gate_families.png
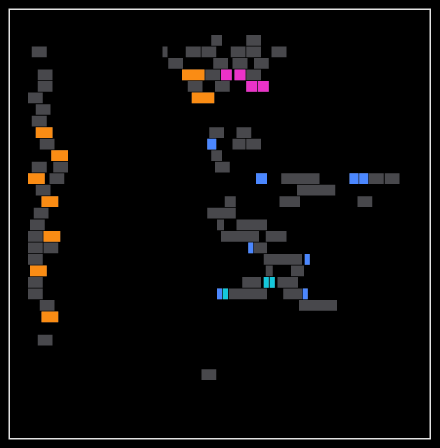
pdn.png
Pins as bars on the die edge.
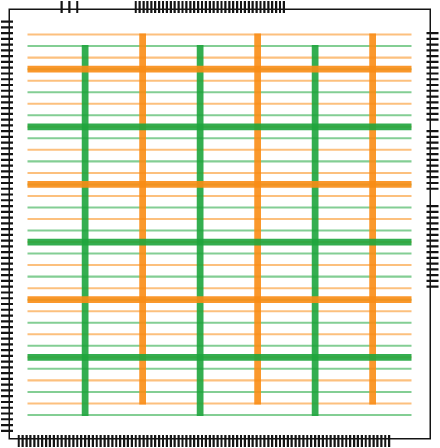
==> config.mk <==
export PLATFORM = sky130hd
export DESIGN_NAME = mem_port_arbiter
export DESIGN_NICKNAME = d
export VERILOG_FILES = /design/src/rtl/mem_port_arbiter.sv
export SDC_FILE = /design/constraint.sdc
export NUM_CORES = 1
export LEC_CHECK = 0
export CAP_MARGIN = 20
export CORE_AREA = 4 4 95 97
export CTS_CLUSTER_SIZE = 24
export DETAILED_ROUTE_END_ITERATION = 10
export DIE_AREA = 0 0 99 101
export PLACE_DENSITY_LB_ADDON = 0.1
export SLEW_MARGIN = 15
export SYNTH_ARGS = -nofsm -noshare
export SYNTH_HDL_FRONTEND = slang
export SYNTH_SLANG_ARGS = --single-unit
==> constraint.sdc <==
create_clock -name clk -period 4.4 [get_ports clk]
set_clock_uncertainty 0.1 [all_clocks]
set_input_delay 0.88 -clock clk [delete_from_list [all_inputs] [get_ports clk]]
set_output_delay 0.88 -clock clk [all_outputs]
set_load 0.05 [all_outputs]
==> flow_metrics.env <==
# implementation run metrics
export IMPL_drc=0
export IMPL_syn_area_per_cell_sq_um=8.587
export IMPL_crit_type="in2out"
export IMPL_yosys_stat_seqShare=0.1258
export IMPL_layout_drive_gt1_share=0.1910
export IMPL_syn2layout_area_growth_pct=-10.27
export IMPL_clk_path_buf_depth=2
export IMPL_required_ns=3.42
export IMPL_synthTopCellsByArea="buf_4, dfrtp_1, mux2_2, a21o_1, mux2_4"
export IMPL_antenna_found_initial=0
export IMPL_chipArea_sq_mm=0.009999
export IMPL_cts_sinks=6
export IMPL_p_leak_nw=0.4295
export IMPL_numPortBuffers=44
export IMPL_setup_tns_ns=0
export IMPL_critPathSlowestCell="clkdlybuf4s50_1"
export IMPL_floorplan_core_util=0.1467
export IMPL_grt_max_degree=12
export IMPL_grt_pass1_wl_um=3305
export IMPL_tightest_slew_ns=0.5266
export IMPL_ys_cells=139
export IMPL_routabilityCongestion=0.6933
export IMPL_post_cts_resized=0
export IMPL_rsz0062_at_grt="no"
export IMPL_synth_top_area_share=0.6101
export IMPL_hpwl_um=2030
export IMPL_max_cap_violations=0
export IMPL_pwr_density_cell_mw_per_mm2=239.6
export IMPL_numCtsBuffers=3
export IMPL_final_antenna_net_count=0
export IMPL_largest_area_cell="buf_4"
export IMPL_path_cells="clkdlybuf4s50_1, a21boi_4, buf_4, mux2_4, clkdlybuf4s50_1"
export IMPL_drtPass1Iterations=2
export IMPL_crit_top_cell="clkdlybuf4s50_1"
export IMPL_crit_path_max_fanout=11
export IMPL_first_global_vias=659
export IMPL_path_delay_family="buffers and inverters"
export IMPL_slew_viol_final=0
export IMPL_r2r_slack_ns=2.79
export IMPL_grt_overflow=0
export IMPL_syn_instance_count=139
export IMPL_finalHoldViolCount=0
export IMPL_min_path_type="reg2reg"
export IMPL_arrival_ns=2.97
export IMPL_ios=252
export IMPL_fp_row_count=33
export IMPL_outcome="finished, final reports clean"
export IMPL_ys_area_sq_mm=0.001194
export IMPL_cts_tree="yes"
export IMPL_setup_viol=0
export IMPL_wl_um=2358
export IMPL_cts_max_level=1
export IMPL_final_nets=230
export IMPL_drtIter0Drc=16
export IMPL_ys_ff=6
export IMPL_clock_latency_ns=0.22
export IMPL_start_kind="input port"
export IMPL_largest_reg_flops=4
export IMPL_clock_fmax_mhz=253.4
export IMPL_worst_path_largest_cell_delay_ns=0.70
export IMPL_tool_warnings=73
export IMPL_power_total_mw=0.2566
export IMPL_yosysUniqueCellTypes=19
export IMPL_clkTransAtPathRegs_ns=0.04
export IMPL_slew_headroom=0.6479
export IMPL_path_depth=5
export IMPL_viasPerCell=2.969
export IMPL_post_route_period_util=0.8969
export IMPL_dpl_cell_area_sq_mm=0.001030
export IMPL_reg2reg_depth=6
export IMPL_grt_usage=0.04349
export IMPL_hold_path_depth=1
export IMPL_fin_area_sq_mm=0.001071
export IMPL_path_buffers=3
export IMPL_yosysWarnings=0
export IMPL_syn_area_sq_mm=0.001194
export IMPL_vias=576
export IMPL_wl_per_cell_um=12.15
export IMPL_num_antenna_cells=0
export IMPL_fp_nets=278
export IMPL_end_kind="output pin"
export IMPL_post_cts_buffers=0
export IMPL_hold_buffers=0
export IMPL_cts_root_buf="clkbuf_8"
export IMPL_min_period_ns=3.947
## Picture notes: gate_families.png
- orange: multiplexers (cells 9; most used mux2_2)
- cyan: inverters (cells 3; most used inv_1)
- magenta: AND-OR and OR-AND gates (cells 4; most used a21o_1; where top middle)
- blue: NOR gates (cells 8; most used nor2_1)
fraction of area in multi-input gates: 0.2652
most frequent logic cell in the layout: clkdlybuf4s50_1
Final Non-Filler Cells: 194

## Picture notes: pdn.png
- orange: VDD
- green: VSS
- met5 straps: 6
- met1 rails: 34
- rows: 33
- signal pins: 252
CORE AREA: 0.008134 sq mm
DIE WIDTH: 99 um
Max VDD drop: 46.50 uV

[synth_stat cells, drive strengths merged]
master / n
nor2b: 3
and3b: 1
xnor2: 1
nand3: 2
mux2: 9
ha: 2
buf: 99
inv: 3
nor2: 4
nor3b: 1
a21boi: 1
conb: 1
xor2: 1
nand3b: 1
dfrtp: 6
a21o: 4
[through the flow]
step                      setup slack (ns)  hold slack [ns]  instances    util
final                               0.4535           0.3864        194  0.1317
after global routing                0.3478           0.4343        194  0.1317
after CTS                           0.3844           0.3946        194  0.1317
after detailed placement            0.3874           0.3895        191  0.1266
after global placement              0.3789           0.3835        191  0.1266
after floorplan                      1.388           0.3531        139       -
[layer usage]
metal | global-route usage | vias to the layer above | routed length [um]
met3 | 0.01661 | 50 | 340
met2 | 0.07180 | 55 | 1161
met1 | 0.03022 | 237 | 591
met5 | 0 | - | 0
met4 | 0.06933 | 0 | 265
li1 | - | 234 | -
[cell type report]
class	count	area [sq um]
clock buffer	3	41.29
sequential	6	150.1
inverter	3	11.26
multi-input combinational	31	284.0
timing repair buffer	46	452.9
fill	918	7063
tap	105	131.4
[power by group]
part	total, mW	leakage [nW]	internal [mW]	switching, mW
clock	0.0828	0.0216	0.0588	0.0240
sequential	0.0585	0.0809	0.0573	0.00122
combinational	0.115	0.327	0.0518	0.0635
total	0.257	0.429	0.168	0.0887
[cell families (layout without fill, tap and decap cells)]
group	count (synthesis)	count (layout)	synth area share
AND-OR/OR-AND	5	5	0.04088
XOR/XNOR	2	2	0.01468
adder cells (fa/ha/maj)	2	2	0.02096
buffers and inverters	102	52	0.6363
flip-flops	6	6	0.1258
multiplexers	9	9	0.09120
other	1	1	0.003142
AND/OR/NAND/NOR	12	12	0.06709
[cells in the final DEF (no fill, tap or decap), drive strengths merged]
cell type and count:
buf 3, and3b 1, clkdlybuf4s50 43, nor2 4, nand3b 1, mux2 9
xnor2 1, xor2 1, a21boi 1, nor3b 1, nand3 2, a21o 4
conb 1, clkbuf 3, dfrtp 6, nor2b 3, inv 3, ha 2
Power figures rest on the tool's default switching activity, not on a simulated workload.
